## src/rtl/demux_1to2_sched.sv

```systemverilog
// Handshake-aware 1-to-2 demux: steers each accepted word into one of two
// one-entry output slots, round-robin with fallback or forced, and counts drains.
module demux_1to2_sched #(
  parameter int width = 8
) (
  input  logic             clk,
  input  logic             rst_n,
  input  logic [width-1:0] i_data,
  input  logic             i_valid,
  output logic             i_ready,
  input  logic             force_en,
  input  logic             force_sel,
  output logic [width-1:0] o0,
  output logic [width-1:0] o1,
  output logic             o0_valid,
  output logic             o1_valid,
  input  logic             o0_ready,
  input  logic             o1_ready,
  output logic [7:0]       cnt0,
  output logic [7:0]       cnt1,
  output logic             last_sel
);

  logic ptr;
  logic can0, can1;
  logic drain0, drain1;
  logic has_target, target;
  logic accept, load0, load1;

  // A slot draining this cycle is free for a same-cycle load.
  assign can0   = !o0_valid || o0_ready;
  assign can1   = !o1_valid || o1_ready;
  assign drain0 = o0_valid && o0_ready;
  assign drain1 = o1_valid && o1_ready;

  always_comb begin
    has_target = 1'b0;
    target     = ptr;
    if (force_en) begin
      target     = force_sel;
      has_target = force_sel ? can1 : can0;
    end else if (ptr ? can1 : can0) begin
      target     = ptr;
      has_target = 1'b1;
    end else if (ptr ? can0 : can1) begin
      target     = !ptr;
      has_target = 1'b1;
    end
  end

  assign i_ready = has_target;
  assign accept  = i_valid && has_target;
  assign load0   = accept && !target;
  assign load1   = accept && target;

  always_ff @(posedge clk or negedge rst_n) begin
    if (!rst_n) begin
      o0       <= '0;
      o0_valid <= 1'b0;
    end else if (load0) begin
      o0       <= i_data;
      o0_valid <= 1'b1;
    end else if (drain0) begin
      o0_valid <= 1'b0;
    end
  end

  always_ff @(posedge clk or negedge rst_n) begin
    if (!rst_n) begin
      o1       <= '0;
      o1_valid <= 1'b0;
    end else if (load1) begin
      o1       <= i_data;
      o1_valid <= 1'b1;
    end else if (drain1) begin
      o1_valid <= 1'b0;
    end
  end

  // Pointer moves opposite the last target in both modes.
  always_ff @(posedge clk or negedge rst_n) begin
    if (!rst_n) begin
      ptr      <= 1'b0;
      last_sel <= 1'b0;
    end else if (accept) begin
      ptr      <= !target;
      last_sel <= target;
    end
  end

  always_ff @(posedge clk or negedge rst_n) begin
    if (!rst_n) begin
      cnt0 <= 8'd0;
      cnt1 <= 8'd0;
    end else begin
      if (drain0 && cnt0 != 8'hFF) cnt0 <= cnt0 + 8'd1;
      if (drain1 && cnt1 != 8'hFF) cnt1 <= cnt1 + 8'd1;
    end
  end

endmodule

```

## config.mk

```make
export PLATFORM = sky130hd
export DESIGN_NAME = demux_1to2_sched
export DESIGN_NICKNAME = d
export VERILOG_FILES = /design/src/rtl/demux_1to2_sched.sv
export SDC_FILE = /design/constraint.sdc
export NUM_CORES = 1
export LEC_CHECK = 0
export ABC_CLOCK_PERIOD_IN_PS = 1900
export CAP_MARGIN = 10
export CELL_PAD_IN_SITES_DETAIL_PLACEMENT = 1
export CELL_PAD_IN_SITES_GLOBAL_PLACEMENT = 1
export CORE_AREA = 10 10 78 80
export CTS_CLUSTER_DIAMETER = 50
export DETAILED_ROUTE_END_ITERATION = 6
export DIE_AREA = 0 0 88 90
export PLACE_DENSITY = 0.87
export SLEW_MARGIN = 15
export SYNTH_ARGS = -nofsm -noshare
export SYNTH_HDL_FRONTEND = slang
export SYNTH_SLANG_ARGS = --single-unit
```

## constraint.sdc

```tcl
create_clock -name clk -period 1.9 [get_ports clk]
set_input_delay 0.285 -clock clk [delete_from_list [all_inputs] [get_ports clk]]
set_output_delay 0.285 -clock clk [all_outputs]
set_load 0.02 [all_outputs]
```

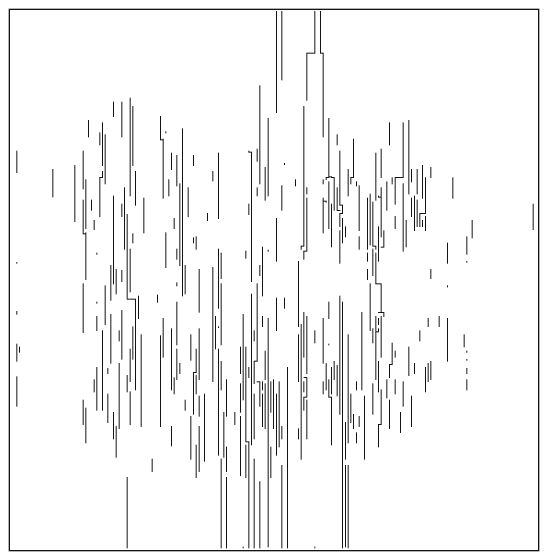
Figure 1: signal wires on met2.
Drawn at 6 px/µm.
The wires run mostly vertical. The layer holds 46% of the routed length. 199 nets have wire on it.
GR Util met2: 16.3%
via count: 1,250

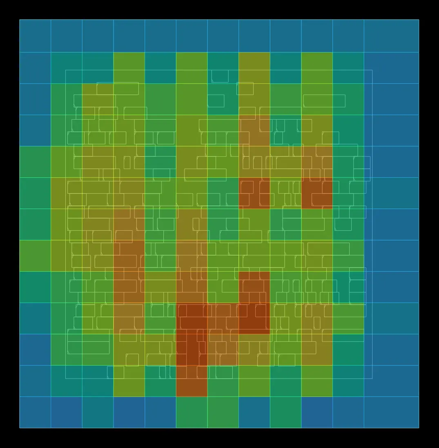
Figure 2: routing congestion map.
Finished Core Util: 50.7%
total track usage: 10.6%
gr busiest metal: met2
GRT met1 Usage: 10.4%
GRT met3 Usage: 8.30%

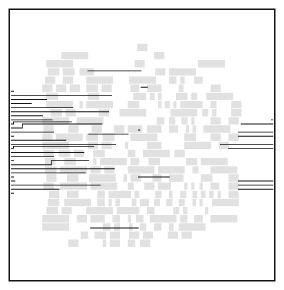
Figure 3: metal 3.
Drawn at 3 px/µm.
36 nets have wire on it. The layer carries 610 µm of wire. The layer holds 15% of the routed length.
Routed WL: 4050 µm

==> qor.csv <==
metric,value,unit
Final Hold Viols,0,
Period minus WS final,1.82,ns
routed wl met2,1850,µm
Power Sequential,0.00119,W
synthesized area per cell,12.7,µm²
PwrDens,1240,mW/mm²
Wirelength per Cell,16.4,µm
sequential share of power,41.3,%
switch share,35.3,%
"Seq share, synth",55.8,%
nets,209,
cell type with the largest total area,dfrtp_1,
dpl ws,-0.217,ns
WP data arrival,1.53,ns
vias in the first global route,1353,
adder share,1.55,%
Synth Register Bits,36,
global placer's final weighted congestion,0.724,
mux share,15.3,%
Sw Pwr,0.00102,W
"Hold-fix buffers, CTS",0,
final setup fails,0,
Post-Synth AOI/OAI Area,4.34,%
Slew @ Worst Pin,0.470,ns
Tcrit/Tclk final,95.6,%
largest net degree at the start of global routing,37,
syn_nets,144,
Reg2Reg Setup Slack,0.27,ns
Slowest cell on crit path,clkdlybuf4s50_1,
Logic power comb,0.00114,W
synthesis area per yosys,0.00162,mm²
H-tree level count,2,
Largest logic family,simple AND/OR/NAND/NOR gates,
Fmax,551,MHz
wire length on met3,609,µm
CTS Buf Count,5,
CTS root buf,clkbuf_8,
worst skew pair latency,0.29,ns
antenna violations before repair,0,
"Remaining Overflow, GRT",0,
clk slew on worst S/H paths,0.07,ns
design area,0.00233,mm²
Commonest Layout Cell,clkdlybuf4s50_1,
R2R Path End,cnt1[1],
area added between synthesis and finish,44.4,%
CP cell instances,"clkdlybuf4s50_1, nand2b_4, nand2_1, a21oi_1, dlygate4sd2_1",
status,finished clean,
ANT nets after route,0,
clock sinks,36,
crit-path max FO,3,
Design Power,0.00289,W
end of the critical path,i_ready,
tool warnings,26,
Synth area leaders,"dfrtp_1 56%, mux2_2 15%, nand4_4 4.0%",
crit-path max cell delay,0.50,ns
cell area after synthesis,0.00162,mm²
TritonRoute pass-1 iters,4,
Final Max Slew Viols,0,
FP Core Util,35.1,%
Top Metal Used,met4,
TritonCTS clock tree,done,
most numerous logic cells after layout,"49 x clkdlybuf4s50_1, 36 x dfrtp_1, 21 x mux2_2, 12 x nand2_1, 8 x buf_4",
setup TNS,0,ns
P_leak,0.984,nW
VDD IR max,0.658,mV
hold slack,0.414,ns
"delay-heaviest family, CP",buffers and inverters,
Levels on crit path,5,
Yosys warnings,0,
R2R Path Start,cnt1[0],
Placed Instance Area,0.00224,mm²
cells after synthesis,127,
worst-case clock buffer depth,2,
Comb pwr share,39.3,%
Worst Clk Skew,0.00806,ns
Crit. End Element,output pin,
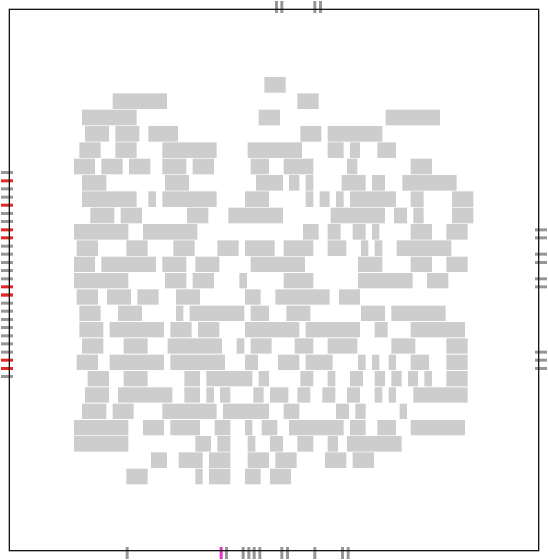
Figure 4: ports around the boundary.
Drawn at 6 px/µm. Pins as bars across the die edge, other pins in grey.
Magenta marks `force_en`, pins 1, direction input, edge bottom. Red marks `o1`, pins 8, direction output, edge left.
All pins by edge: 26 left, 12 bottom, 9 right, 4 top.
port bufs: 50
chip height: 90 µm
overall die width: 88 µm

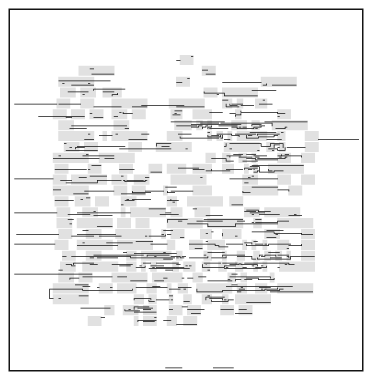
Figure 5: signal wires on met1.
Drawn at 4 px/µm.
179 nets have wire on it. The layer holds 38% of the routed length.

## area by class of cell
cell class | instances | area [µm²]
well taps | 54 | 67.6
repair buffers | 58 | 559
multi-input cells | 90 | 711
flip-flops and latches | 36 | 901
fillers | 508 | 2270
clock buffers | 8 | 90.1
inverters | 1 | 3.75
## what timing repair did
action                     4_1_cts  5_1_grt
setup endpoints to repair        1        0
resized                          1        0
buffers inserted                 0        0
## synth_stat cells (all sizes together)
cell type,number
o21ai,1
nand3b,1
inv,1
nand3,7
or2,1
o21a,5
and3,3
and2,1
xnor2,4
dfrtp,36
nor2,7
nand4,7
mux2i,1
nor2b,1
xor2,2
a31oi,2
nand2,13
ha,2
nand2b,4
a21oi,3
nor3,2
mux2,21
and4,2
Power figures rest on the tool's default switching activity, not on a simulated workload.
